## src/rtl/snitch_icache_lookup_arb.sv

```systemverilog
// Shares the icache lookup request port between NR_REQ fetch requesters,
// remembers which requester issued each in-flight lookup so responses can be
// steered back in order, and sequences lookup flushes after draining.
module snitch_icache_lookup_arb #(
  parameter int NR_REQ     = 2,
  parameter int FETCH_AW   = 32,
  parameter int ID_WIDTH   = 4,
  parameter int LINE_WIDTH = 128,
  parameter int SET_ALIGN  = 1,
  parameter int MAX_OUTST  = 2
) (
  input  logic                         clk_i,
  input  logic                         rst_i,
  input  logic [NR_REQ*FETCH_AW-1:0]   req_addr_i,
  input  logic [NR_REQ*ID_WIDTH-1:0]   req_id_i,
  input  logic [NR_REQ-1:0]            req_valid_i,
  output logic [NR_REQ-1:0]            req_ready_o,
  output logic [LINE_WIDTH-1:0]        rsp_data_o,
  output logic                         rsp_hit_o,
  output logic                         rsp_error_o,
  output logic [SET_ALIGN-1:0]         rsp_set_o,
  output logic [FETCH_AW-1:0]          rsp_addr_o,
  output logic [ID_WIDTH-1:0]          rsp_id_o,
  output logic [NR_REQ-1:0]            rsp_valid_o,
  input  logic [NR_REQ-1:0]            rsp_ready_i,
  output logic [FETCH_AW-1:0]          lk_addr_o,
  output logic [ID_WIDTH-1:0]          lk_id_o,
  output logic                         lk_valid_o,
  input  logic                         lk_ready_i,
  input  logic [FETCH_AW-1:0]          lk_addr_i,
  input  logic [ID_WIDTH-1:0]          lk_id_i,
  input  logic [SET_ALIGN-1:0]         lk_set_i,
  input  logic                         lk_hit_i,
  input  logic [LINE_WIDTH-1:0]        lk_data_i,
  input  logic                         lk_error_i,
  input  logic                         lk_valid_i,
  output logic                         lk_ready_o,
  input  logic                         flush_valid_i,
  output logic                         flush_ready_o,
  output logic                         lk_flush_valid_o,
  input  logic                         lk_flush_ready_i,
  output logic                         busy_o
);

  localparam int IDX_W = (NR_REQ > 1) ? $clog2(NR_REQ) : 1;
  localparam int PTR_W = (MAX_OUTST > 1) ? $clog2(MAX_OUTST) : 1;
  localparam int CNT_W = $clog2(MAX_OUTST + 1);

  typedef enum logic [1:0] {
    StIdle,
    StDrain,
    StFlush,
    StDone
  } state_e;

  state_e             state_q;
  logic               flushValid_q;
  logic               flushReady_q;
  logic [IDX_W-1:0]   rr_q, rr_d;
  logic [CNT_W-1:0]   cnt_q, cnt_d;
  logic [IDX_W-1:0]   cand, candHigh, candLow;
  logic               foundHigh;
  logic               anyValid;
  logic               grantAllowed;
  logic               push, pop;
  logic               fifoNotEmpty;
  logic [IDX_W-1:0]   head;

  // Round-robin pick: lowest valid index at or above rr_q, else lowest valid overall.
  always_comb begin
    candHigh  = '0;
    candLow   = '0;
    foundHigh = 1'b0;
    for (int j = NR_REQ - 1; j >= 0; j--) begin
      if (req_valid_i[j]) begin
        candLow = IDX_W'(j);
        if (j >= int'(rr_q)) begin
          candHigh  = IDX_W'(j);
          foundHigh = 1'b1;
        end
      end
    end
    cand = foundHigh ? candHigh : candLow;
  end

  assign anyValid     = |req_valid_i;
  assign grantAllowed = (state_q == StIdle) && (cnt_q < CNT_W'(MAX_OUTST));
  assign lk_valid_o   = grantAllowed & anyValid;
  assign lk_addr_o    = req_addr_i[cand*FETCH_AW +: FETCH_AW];
  assign lk_id_o      = req_id_i[cand*ID_WIDTH +: ID_WIDTH];
  assign push         = lk_valid_o & lk_ready_i;
  assign fifoNotEmpty = (cnt_q != '0);
  assign lk_ready_o   = fifoNotEmpty & rsp_ready_i[head];
  assign pop          = lk_valid_i & lk_ready_o;

  // Ready goes only to the selected requester; with nothing valid there is no one to accept.
  always_comb begin
    req_ready_o       = '0;
    req_ready_o[cand] = grantAllowed & anyValid & lk_ready_i;
  end

  // Response valid is steered to the requester owning the oldest lookup.
  always_comb begin
    rsp_valid_o = '0;
    if (lk_valid_i && fifoNotEmpty) rsp_valid_o[head] = 1'b1;
  end

  assign rsp_data_o  = lk_data_i;
  assign rsp_hit_o   = lk_hit_i;
  assign rsp_error_o = lk_error_i;
  assign rsp_set_o   = lk_set_i;
  assign rsp_addr_o  = lk_addr_i;
  assign rsp_id_o    = lk_id_i;

  // Next round-robin pointer and outstanding count.
  always_comb begin
    rr_d = rr_q;
    if (push) rr_d = (int'(cand) == NR_REQ - 1) ? '0 : cand + IDX_W'(1);
    cnt_d = cnt_q;
    if (push && !pop) cnt_d = cnt_q + CNT_W'(1);
    else if (pop && !push) cnt_d = cnt_q - CNT_W'(1);
  end

  // Arbitration pointer and outstanding-lookup counter.
  always_ff @(posedge clk_i) begin
    if (rst_i) begin
      rr_q  <= '0;
      cnt_q <= '0;
    end else begin
      rr_q  <= rr_d;
      cnt_q <= cnt_d;
    end
  end

  generate
    if (NR_REQ > 1) begin : gIdxFifo
      logic [IDX_W-1:0] fifoMem_q [MAX_OUTST];
      logic [PTR_W-1:0] wrPtr_q, rdPtr_q;

      // Issuing-requester FIFO; emptiness comes from cnt_q so storage needs no reset.
      always_ff @(posedge clk_i) begin
        if (rst_i) begin
          wrPtr_q <= '0;
          rdPtr_q <= '0;
        end else begin
          if (push) begin
            fifoMem_q[wrPtr_q] <= cand;
            wrPtr_q <= (wrPtr_q == PTR_W'(MAX_OUTST - 1)) ? '0 : wrPtr_q + PTR_W'(1);
          end
          if (pop) begin
            rdPtr_q <= (rdPtr_q == PTR_W'(MAX_OUTST - 1)) ? '0 : rdPtr_q + PTR_W'(1);
          end
        end
      end

      assign head = fifoMem_q[rdPtr_q];
    end else begin : gNoIdx
      assign head = '0;
    end
  endgenerate

  // Flush sequencer: block grants, wait for all lookups to return, then flush the lookup stage.
  always_ff @(posedge clk_i) begin
    if (rst_i) begin
      state_q      <= StIdle;
      flushValid_q <= 1'b0;
      flushReady_q <= 1'b0;
    end else begin
      case (state_q)
        StIdle: begin
          if (flush_valid_i) state_q <= StDrain;
        end
        StDrain: begin
          if (cnt_q == '0 && !push && !pop) begin
            state_q      <= StFlush;
            flushValid_q <= 1'b1;
          end
        end
        StFlush: begin
          if (lk_flush_ready_i) begin
            state_q      <= StDone;
            flushValid_q <= 1'b0;
            flushReady_q <= 1'b1;
          end
        end
        StDone: begin
          state_q      <= StIdle;
          flushReady_q <= 1'b0;
        end
        default: begin
          state_q      <= StIdle;
          flushValid_q <= 1'b0;
          flushReady_q <= 1'b0;
        end
      endcase
    end
  end

  assign lk_flush_valid_o = flushValid_q;
  assign flush_ready_o    = flushReady_q;
  assign busy_o           = (state_q != StIdle) || (cnt_q != '0);

  // A lookup response with nothing outstanding has no owner to route to.
  assert property (@(posedge clk_i) disable iff (rst_i) lk_valid_i |-> (cnt_q != '0));

endmodule

```

## config.mk

```make
export PLATFORM = sky130hd
export DESIGN_NAME = snitch_icache_lookup_arb
export DESIGN_NICKNAME = d
export VERILOG_FILES = /design/src/rtl/snitch_icache_lookup_arb.sv
export SDC_FILE = /design/constraint.sdc
export NUM_CORES = 1
export LEC_CHECK = 0
export ABC_AREA = 1
export CORE_AREA = 2 2 180 182
export CTS_CLUSTER_DIAMETER = 30
export DETAILED_ROUTE_END_ITERATION = 6
export DIE_AREA = 0 0 182 184
export RECOVER_POWER = 50
export SYNTH_ARGS = -nofsm -noshare
export SYNTH_HDL_FRONTEND = slang
export SYNTH_SLANG_ARGS = --single-unit
export TNS_END_PERCENT = 5
```

## constraint.sdc

```tcl
create_clock -name clk_i -period 2.2 [get_ports clk_i]
set_input_delay 0.33 -clock clk_i [delete_from_list [all_inputs] [get_ports clk_i]]
set_output_delay 0.33 -clock clk_i [all_outputs]
set_load 0.01 [all_outputs]
```

pinout.png
Pins as bars across the die edge, other pins in gray.
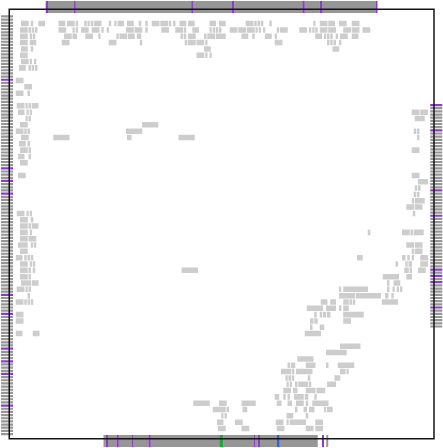
Key: green = req_valid_i [pins 2, direction input, edge south]; purple = lk_addr_i [pins 32, direction input, edge 10 west, 8 east, 7 north, 7 south]; blue = lk_flush_valid_o [pins 1, direction output, edge south]
All pins by edge: 155 north, 133 west, 102 south, 71 east.
chip width: 182 um
I/O Buffers: 126
Die Y: 184 um

congestion_map.png
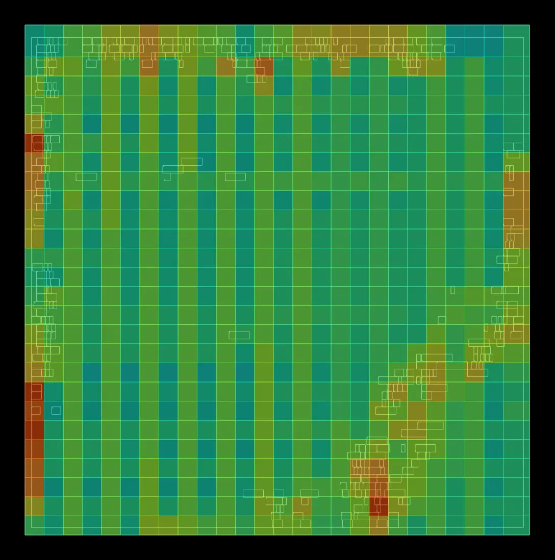
met2 GRT Util: 0.0776
grt met3 use: 0.0424
layer with the highest usage: met2

layers.png
Only two layers are drawn.
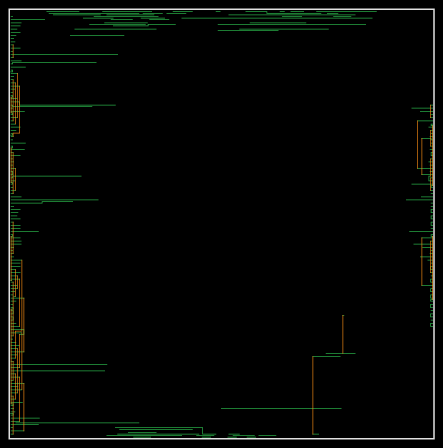
Key: green = M3 [wire length 1910 um]; orange = M4 [wire length 666 um]
WL/cell: 12.8 um
total number of vias: 1954

clock_wires.png
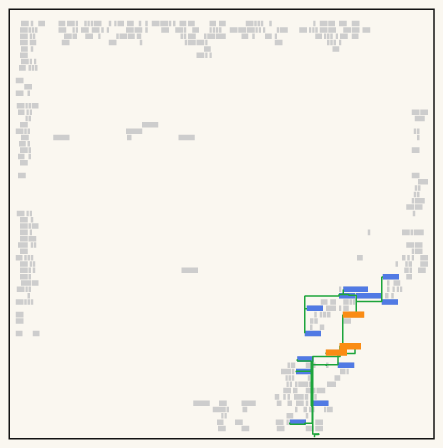
Key: blue = flip-flops [count 12]; green = clock wires [length 229 um]; orange = clock-net drivers [count 3]
Position of the flops: south-east. There are 4 routed clock nets.
Clock Power Share: 0.179
clock group power: 0.000334 W

class_map.png
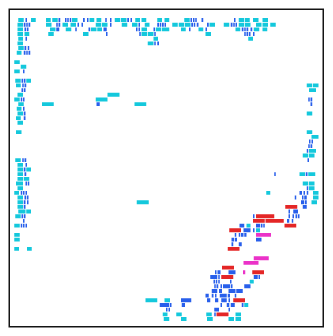
Key: cyan = remaining buffers and delay cells [cells 137, share of their area 53%]; magenta = clock drivers and dummy loads [cells 4, share of their area 3.0%]; red = registers [cells 12, share of their area 9.9%]; blue = remaining logic cells [cells 189, share of their area 34%]
Rows: 65
CORE AREA: 31400 sq um
fin area: 3130 sq um
flop share of the area: 0.0831
final core utilization: 0.0998

==> impl_metrics.tcl <==
# yosys + openroad results
set metrics [dict create \
    outcome "finished clean" \
    largestPowerGroup "combinational cells" \
    ys_sh_xor 0.00360 \
    synth-seq-cells 12 \
    simple_gate_share 0.259 \
    p_seq_frac 0.181 \
    fin_skew_ns 0.000879 \
    syn_area_sq_um 2430 \
    hp-class "reg2reg" \
    finalNetCount 598 \
    p_sw_w 0.000735 \
    setup_violations 0 \
    fin_setup_tns_ns 0 \
    viasPerCell 2.63 \
    num_antenna_cells 0 \
    critPathLaunchType "input pin" \
    p_leak_nw 1.42 \
    preCtsSetupSlack_ns -0.326 \
    grt_pass1_vias 1948 \
    max_cap_violations 0 \
    cts_hold_buf 0 \
    report.final.slew_viol_count 0 \
    compound_area_frac 0.0345 \
    area_leaders "buf_4, nand2_1, dfxtp_1, ha_1, inv_1" \
    synth_area_per_cell_sq_um 6.49 \
    max_freq_ghz 0.468 \
    yosys_cells 375 \
    yosys_warnings 0 \
    syn_inst 375 \
    grt_max_degree 26 \
    final_cell_mix "nand2_1, clkdlybuf4s50_1, dlygate4sd2_1" \
    setup_ws_ns 0.0651 \
    pg_comb_w 0.00119 \
    clkSinkCount 12 \
    grt_pass1_wl_um 12500 \
    mux_area_frac 0 \
    layout_top_cell "nand2_1" \
]
-- final cells by class --
| cell class | instances | area [sq um] |
|---|---|---|
| timing repair buffer | 137 | 1400 |
| inverter | 21 | 81.3 |
| fill | 3668 | 28300 |
| multi-input combinational | 168 | 810 |
| tap | 402 | 503 |
| sequential | 12 | 260 |
| clock inverter | 1 | 3.75 |
| clock buffer | 3 | 75.1 |
-- cells in the mapped netlist, drive strengths merged --
master / count
o21ai: 3
and2: 1
a211oi: 2
nor3: 1
buf: 174
edfxtp: 2
inv: 21
o21bai: 1
nor2: 12
or2: 1
nand2: 124
a21oi: 7
ha: 6
nand4: 3
nand3: 5
xor2: 1
nand3b: 1
dfxtp: 10
-- registers in the layout, summed over array words and instances, names as in the netlist, named ones only --
| signal | cells |
|---|---|
| gIdxFifo.wrPtr_q | 1 |
| cnt_q | 2 |
| state_q | 2 |
| rr_q | 1 |
| gIdxFifo.fifoMem_q | 2 |
| gIdxFifo.rdPtr_q | 1 |
| flush_ready_o | 1 |
| lk_flush_valid_o | 1 |
-- critical path, stage by stage --
cell and delay [ns]:
clkdlybuf4s50_1 0.47, inv_2 0.05, a21oi_4 0.13, buf_12 0.16, inv_4 0.06, buf_12 0.16, nand2_1 0.06, nand2_1 0.06
dlygate4sd2_1 0.30
-- path summary, 6_finish.rpt --
kind                                       start                to  slack (ns)  depth (start not counted)
worst max-delay path              req_valid_i[1]     lk_addr_o[21]        0.07                          9
worst min-delay path            lk_flush_valid_o  lk_flush_valid_o        0.45                          2
worst max register to register        state_q[0]          cnt_q[1]        0.21                         12
worst min register to register  lk_flush_valid_o  lk_flush_valid_o        0.45                          2
-- routing by layer --
metal	GRT usage	part of all wire
met4	0.0384	0.070
met1	0.0454	0.29
met2	0.0776	0.44
met5	0	0
met3	0.0424	0.20
Power figures rest on the tool's default switching activity, not on a simulated workload.
